[config.mk]
export PLATFORM = sky130hd
export DESIGN_NAME = canny_frame_ctrl_flat
export DESIGN_NICKNAME = d
export VERILOG_FILES = /design/src/rtl/canny_pkg.sv /design/src/rtl/canny_frame_ctrl_if.sv /design/src/rtl/canny_pos_cnt.sv /design/src/rtl/canny_frame_ctrl.sv /design/src/flat_wrapper.sv
export SDC_FILE = /design/constraint.sdc
export NUM_CORES = 1
export LEC_CHECK = 0
export CORE_MARGIN = 2
export CORE_UTILIZATION = 35
export CTS_CLUSTER_SIZE = 20
export DETAILED_ROUTE_END_ITERATION = 16
export GPL_ROUTABILITY_DRIVEN = 0
export PLACE_DENSITY = 0.63
export SLEW_MARGIN = 15
export SYNTH_ARGS = -nofsm -noshare
export SYNTH_HDL_FRONTEND = slang
export SYNTH_SLANG_ARGS = --single-unit
[constraint.sdc]
create_clock -name clk -period 5.1 [get_ports clk]
set_clock_uncertainty 0.2 [all_clocks]
set_input_delay 0.765 -clock clk [delete_from_list [all_inputs] [get_ports clk]]
set_output_delay 0.765 -clock clk [all_outputs]
set_load 0.05 [all_outputs]
[src/rtl/canny_pkg.sv]
// Shared definitions for the Canny chain: FSM states, frame geometry and
// threshold defaults used by frame control, nms and hysteresis.
package canny_pkg;

    localparam int unsigned CANNY_H_ACT = 640;
    localparam int unsigned CANNY_V_ACT = 480;
    localparam int unsigned CANNY_CW    = 11;
    localparam int unsigned TH_W        = 8;
    localparam int unsigned CANNY_TH_HI = 80;
    localparam int unsigned CANNY_TH_LO = 40;

    typedef enum logic [2:0] {
        ST_IDLE    = 3'd0,
        ST_WAIT_VS = 3'd1,
        ST_WAIT_DE = 3'd2,
        ST_ACTIVE  = 3'd3,
        ST_DONE    = 3'd4
    } frame_state_t;

    typedef struct packed {
        logic [TH_W-1:0] hi;
        logic [TH_W-1:0] lo;
    } thresh_t;

endpackage

[src/rtl/canny_frame_ctrl_if.sv]
// Video timing bus: sobel sync/enable in, aligned pixel position out.
interface canny_frame_ctrl_if
    import canny_pkg::*;
#(
    parameter int unsigned CW = CANNY_CW
);
    logic          in_hs;
    logic          in_vs;
    logic          in_de;
    logic          pix_de;
    logic          border;
    logic [CW-1:0] col;
    logic [CW-1:0] row;

    modport master (
        output in_hs, in_vs, in_de,
        input  pix_de, border, col, row
    );

    modport slave (
        input  in_hs, in_vs, in_de,
        output pix_de, border, col, row
    );
endinterface

[src/rtl/canny_pos_cnt.sv]
// Column/row counters with de edge detect, line length / overrun checks and
// border flag, all registered and aligned to pix_de.
module canny_pos_cnt #(
    parameter int unsigned H_ACT = 640,
    parameter int unsigned V_ACT = 480,
    parameter int unsigned CW    = 11
) (
    input  logic          clk,
    input  logic          rst,
    input  logic          cnt_en,
    input  logic          clr,
    input  logic          de,
    output logic          pix_de,
    output logic          border,
    output logic [CW-1:0] col,
    output logic [CW-1:0] row,
    output logic          line_end_c,
    output logic          err_c
);
    localparam logic [CW-1:0] H_END  = CW'(H_ACT);
    localparam logic [CW-1:0] H_LAST = CW'(H_ACT - 1);
    localparam logic [CW-1:0] V_LAST = CW'(V_ACT - 1);

    logic          de_q;
    logic          ovr_seen;
    logic [CW-1:0] col_cnt;
    logic [CW-1:0] row_cnt;
    logic          pix_c;
    logic          fall_c;
    logic          ovr_c;
    logic          edge_c;

    // Overrun reports once per line; col_cnt saturates at H_ACT.
    always_comb begin
        pix_c      = cnt_en && de;
        fall_c     = cnt_en && de_q && !de;
        ovr_c      = pix_c && (col_cnt == H_END) && !ovr_seen;
        edge_c     = (row_cnt == '0) || (row_cnt == V_LAST) ||
                     (col_cnt == '0) || (col_cnt >= H_LAST);
        line_end_c = fall_c && (row_cnt == V_LAST);
        err_c      = !clr && (ovr_c || (fall_c && (col_cnt != H_END)));
    end

    always_ff @(posedge clk) begin
        if (rst) begin
            de_q     <= 1'b0;
            ovr_seen <= 1'b0;
            col_cnt  <= '0;
            row_cnt  <= '0;
            pix_de   <= 1'b0;
            border   <= 1'b0;
            col      <= '0;
            row      <= '0;
        end else begin
            de_q <= de;
            if (clr) begin
                ovr_seen <= 1'b0;
                col_cnt  <= '0;
                row_cnt  <= '0;
                pix_de   <= 1'b0;
                border   <= 1'b0;
                col      <= '0;
                row      <= '0;
            end else begin
                pix_de <= pix_c;
                border <= pix_c && edge_c;
                if (pix_c) begin
                    col <= col_cnt;
                    row <= row_cnt;
                    if (col_cnt == H_END) begin
                        ovr_seen <= 1'b1;
                    end else begin
                        col_cnt <= col_cnt + CW'(1);
                    end
                end
                // A line counts even when its length was wrong.
                if (fall_c) begin
                    col_cnt  <= '0;
                    row_cnt  <= row_cnt + CW'(1);
                    ovr_seen <= 1'b0;
                end
            end
        end
    end

endmodule

[src/rtl/canny_frame_ctrl.sv]
// Frame sequencer for sobel -> nms -> hysteresis: frame FSM, double-buffered
// thresholds committed on in_vs rise, frame_done / err_len reporting.
module canny_frame_ctrl
    import canny_pkg::*;
#(
    parameter int unsigned H_ACT     = CANNY_H_ACT,
    parameter int unsigned V_ACT     = CANNY_V_ACT,
    parameter int unsigned CW        = CANNY_CW,
    parameter int unsigned TH_HI_DEF = CANNY_TH_HI,
    parameter int unsigned TH_LO_DEF = CANNY_TH_LO
) (
    input  logic            clk,
    input  logic            rst,
    input  logic            cfg_en,
    input  logic            cfg_we,
    input  logic [TH_W-1:0] cfg_th_hi,
    input  logic [TH_W-1:0] cfg_th_lo,
    canny_frame_ctrl_if.slave bus,
    output logic [TH_W-1:0] th_hi,
    output logic [TH_W-1:0] th_lo,
    output logic            busy,
    output logic            frame_done,
    output logic            err_len
);
    localparam thresh_t TH_DEF = '{hi: TH_W'(TH_HI_DEF), lo: TH_W'(TH_LO_DEF)};

    frame_state_t state;
    frame_state_t nxt;
    thresh_t      pend;
    thresh_t      cfg_c;
    logic         vs_q;
    logic         vs_rise_c;
    logic         load_c;
    logic         trunc_c;
    logic         cnt_en_c;
    logic         pos_err_c;
    logic         line_end_c;
    logic         err_any_c;
    logic         err_seen;

    canny_pos_cnt #(
        .H_ACT(H_ACT),
        .V_ACT(V_ACT),
        .CW   (CW)
    ) u_pos (
        .clk       (clk),
        .rst       (rst),
        .cnt_en    (cnt_en_c),
        .clr       (load_c),
        .de        (bus.in_de),
        .pix_de    (bus.pix_de),
        .border    (bus.border),
        .col       (bus.col),
        .row       (bus.row),
        .line_end_c(line_end_c),
        .err_c     (pos_err_c)
    );

    // cfg_en is only honoured between frames, so a started frame always ends.
    always_comb begin
        nxt       = state;
        load_c    = 1'b0;
        trunc_c   = 1'b0;
        vs_rise_c = bus.in_vs && !vs_q;
        cnt_en_c  = (state == ST_WAIT_DE) || (state == ST_ACTIVE);
        cfg_c     = '{hi: cfg_th_hi, lo: cfg_th_lo};
        unique case (state)
            ST_IDLE: begin
                if (cfg_en) nxt = ST_WAIT_VS;
            end
            ST_WAIT_VS: begin
                if (!cfg_en) begin
                    nxt = ST_IDLE;
                end else if (vs_rise_c) begin
                    nxt    = ST_WAIT_DE;
                    load_c = 1'b1;
                end
            end
            ST_WAIT_DE: begin
                if (bus.in_de) nxt = ST_ACTIVE;
            end
            ST_ACTIVE: begin
                if (vs_rise_c) begin
                    nxt     = ST_WAIT_DE;
                    load_c  = 1'b1;
                    trunc_c = 1'b1;
                end else if (line_end_c) begin
                    nxt = ST_DONE;
                end
            end
            ST_DONE: begin
                nxt = cfg_en ? ST_WAIT_VS : ST_IDLE;
            end
            default: nxt = ST_IDLE;
        endcase
        err_any_c = pos_err_c || trunc_c;
    end

    always_ff @(posedge clk) begin
        if (rst) begin
            state      <= ST_IDLE;
            vs_q       <= 1'b0;
            pend       <= TH_DEF;
            th_hi      <= TH_DEF.hi;
            th_lo      <= TH_DEF.lo;
            busy       <= 1'b0;
            frame_done <= 1'b0;
            err_len    <= 1'b0;
            err_seen   <= 1'b0;
        end else begin
            state      <= nxt;
            vs_q       <= bus.in_vs;
            busy       <= (nxt == ST_WAIT_DE) || (nxt == ST_ACTIVE);
            err_len    <= err_any_c;
            frame_done <= (nxt == ST_DONE) && !err_seen && !err_any_c;
            if (cfg_we) pend <= cfg_c;
            // A write landing on the commit cycle bypasses the pending stage.
            if (load_c) begin
                th_hi <= cfg_we ? cfg_c.hi : pend.hi;
                th_lo <= cfg_we ? cfg_c.lo : pend.lo;
            end
            if (load_c) begin
                err_seen <= 1'b0;
            end else if (err_any_c) begin
                err_seen <= 1'b1;
            end
        end
    end

    hs_de_overlap: assert property (@(posedge clk) disable iff (rst) !(bus.in_hs && bus.in_de));

endmodule

[src/flat_wrapper.sv]
// flat-port wrapper written by rule: the top's interface ports become plain ports
module canny_frame_ctrl_flat import canny_pkg::*;
#(
    parameter int unsigned H_ACT     = CANNY_H_ACT,
    parameter int unsigned V_ACT     = CANNY_V_ACT,
    parameter int unsigned CW        = CANNY_CW,
    parameter int unsigned TH_HI_DEF = CANNY_TH_HI,
    parameter int unsigned TH_LO_DEF = CANNY_TH_LO
)
  (clk, rst, cfg_en, cfg_we, cfg_th_hi, cfg_th_lo, th_hi, th_lo, busy, frame_done, err_len, bus_in_hs, bus_in_vs, bus_in_de, bus_pix_de, bus_border, bus_col, bus_row);
  canny_frame_ctrl_if #(.CW(CW)) bus_i ();
  input  logic clk;
  input  logic rst;
  input  logic cfg_en;
  input  logic cfg_we;
  input  logic [TH_W-1:0] cfg_th_hi;
  input  logic [TH_W-1:0] cfg_th_lo;
  output logic [TH_W-1:0] th_hi;
  output logic [TH_W-1:0] th_lo;
  output logic busy;
  output logic frame_done;
  output logic err_len;
  input wire logic [$bits(bus_i.in_hs)-1:0] bus_in_hs;
  input wire logic [$bits(bus_i.in_vs)-1:0] bus_in_vs;
  input wire logic [$bits(bus_i.in_de)-1:0] bus_in_de;
  output wire logic [$bits(bus_i.pix_de)-1:0] bus_pix_de;
  output wire logic [$bits(bus_i.border)-1:0] bus_border;
  output wire logic [$bits(bus_i.col)-1:0] bus_col;
  output wire logic [$bits(bus_i.row)-1:0] bus_row;
  assign bus_i.in_hs = bus_in_hs;
  assign bus_i.in_vs = bus_in_vs;
  assign bus_i.in_de = bus_in_de;
  assign bus_pix_de = bus_i.pix_de;
  assign bus_border = bus_i.border;
  assign bus_col = bus_i.col;
  assign bus_row = bus_i.row;
  canny_frame_ctrl #(.H_ACT(H_ACT), .V_ACT(V_ACT), .CW(CW), .TH_HI_DEF(TH_HI_DEF), .TH_LO_DEF(TH_LO_DEF)) u_core (.clk(clk), .rst(rst), .cfg_en(cfg_en), .cfg_we(cfg_we), .cfg_th_hi(cfg_th_hi), .cfg_th_lo(cfg_th_lo), .bus(bus_i), .th_hi(th_hi), .th_lo(th_lo), .busy(busy), .frame_done(frame_done), .err_len(err_len));
endmodule
Fig. 1: signal wires on met1
The bar under the picture is 20 um long.
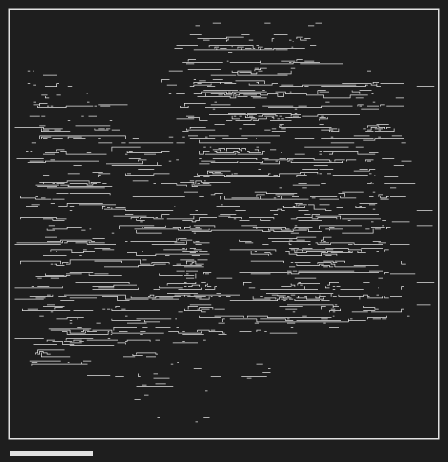
The wires run mostly horizontal. The layer holds 45% of the routed length. The layer carries 3360 um of wire. The longest straight run is 22.1 um. 406 nets have wire on it.
Post-Route WL: 7540 um
detailed-route via count: 2789

==> results.txt <==
This note records the results obtained with Yosys and OpenROAD.

Drt
The iteration-0 DRC count of the detailed router is 135. After detailed routing, the average wire length per cell comes to 13.2 um. Per the detail_route log, met3 wirelength is between 600 and 700 um.

The script parses the final routing iteration and logs DRC violations as 0. The detailed-route wire length on metal 1 is 3360 um. The number of nets with antenna violations after routing is 0. The mean number of vias per cell is 4.88.

Worst setup path
The largest stage delay on the critical path is 960 ps. The number of buffers and inverters on the critical path is 3. Per STA, the worst path is made up of clkdlybuf4s50_1 > inv_1 > o31ai_4 > buf_4 > o32ai_1. The origin of the critical flop-to-flop path is u_core.u_pos.row_cnt[1].

The most critical setup path has its endpoint at u_core.err_len. The report shows a maximum critical-path fanout of 31. The cell class contributing the biggest share of worst-path delay is buffers and inverters. The capture point of the worst register-to-register path is recorded as u_core.u_pos.border.

By startpoint and endpoint, the worst setup path is classified as input port to register.

Min path
STA shows the worst min-delay path finishing at u_core.u_pos.col[10].

Global route
In the global route stage, overall resource usage came out at 0.150. The largest net degree at the start of global routing is 32. The number of global-route vias before repair is around 2.6k.

Flow run
The warning total across the stage logs is 29.

Finish
Per the layout report, the design carries 943 filler cells. The clock tree cell share of total cell area is 0.0532. The register fraction of the total cell area is 0.398. The commonest non-fill, non-tap cell in the layout is sky130_fd_sc_hd__dfxtp_1. The net total in the final layout is ~460. The number of combinational gates with multiple inputs is 258. The layout summary lists the proportion of cells stronger than drive strength 1 as 0.0615. The sequential cell count is 88.

The number of inserted diodes is 0. Per the final report, the share of cell area in non-clock buffers is 0.152. The sequential cells in the finished layout cover a total of approximately 0.0018 mm2.

Final timing
Per the final report, max-transition violations number 0. The worst hold margin is 254 ps. At the pin with the least slew margin, the transition time is 1020 ps. For the finished layout, the period the worst path requires is approximately 2800 ps. Setup repair after global routing left no endpoint under its margin.

The part of the cycle the worst path needs is 0.558.

Yosys
The synth_stat.txt file lists the number of cells as 378. The post-synth register bit count is roughly 90. The number of enable-type register cells in the synthesized netlist is 0. The number of nets at floorplan is approximately 410. The sequential cell area fraction in the yosys report is 0.511.

The count of mapped cells out of synthesis is 378. A synthesized cell averages 9.13 um2. The number of warnings issued by yosys is 0.

The prevailing post-synth register cell is sky130_fd_sc_hd__dfxtp_1. Of the total synthesized cell area, the portion taken by AND-OR and OR-AND cells is 0.125. The simple logic cell fraction of the synthesized area is 0.215.

Clocking
The later pin in the worst-skew pair is clocked with a latency of 350 ps. The clock root buffer master is sky130_fd_sc_hd__clkbuf_8. Buffers inserted to repair hold after CTS numbered 0. The buffer depth of the longest clock path is 2.

Pwr
The leading power group is registers. The part of the power in combinational logic is 0.096. The switching share of power is 0.232.

The total internal power is approximately 1.1 mW. The relative contribution of sequential cells to total power is 0.506. In this run the static leakage power is 1.69 nW.

Outcome
The flow ran to the end, and the final reports show no timing, DRC or antenna violations.

Floorplan
The total number of tap cells is 133.

Placement
Detailed placement finished with a half-perimeter wire length of 5130 um. The number of input and output port buffers inserted is 64. Summing all placed instances gives a cell area of between 0.004 and 0.005 mm2.
Fig. 2: wire density map
The bar under the picture is 20 um long. The die is cut into 21 by 21 equal tiles; black is low, pale yellow is high, scaled to the fullest tile. Values are wire area over tile area, all layers added.
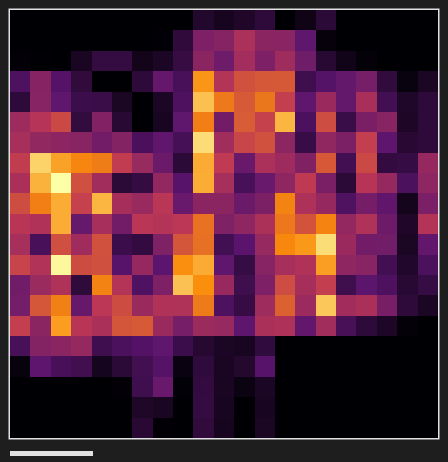
The emptiest ninth of the die: south-east. 17% of the tiles are over half the peak. The mean over all tiles is 0.12. The densest ninth of the die: west.

No activity file was given, so power comes from the tool's default toggle rates.
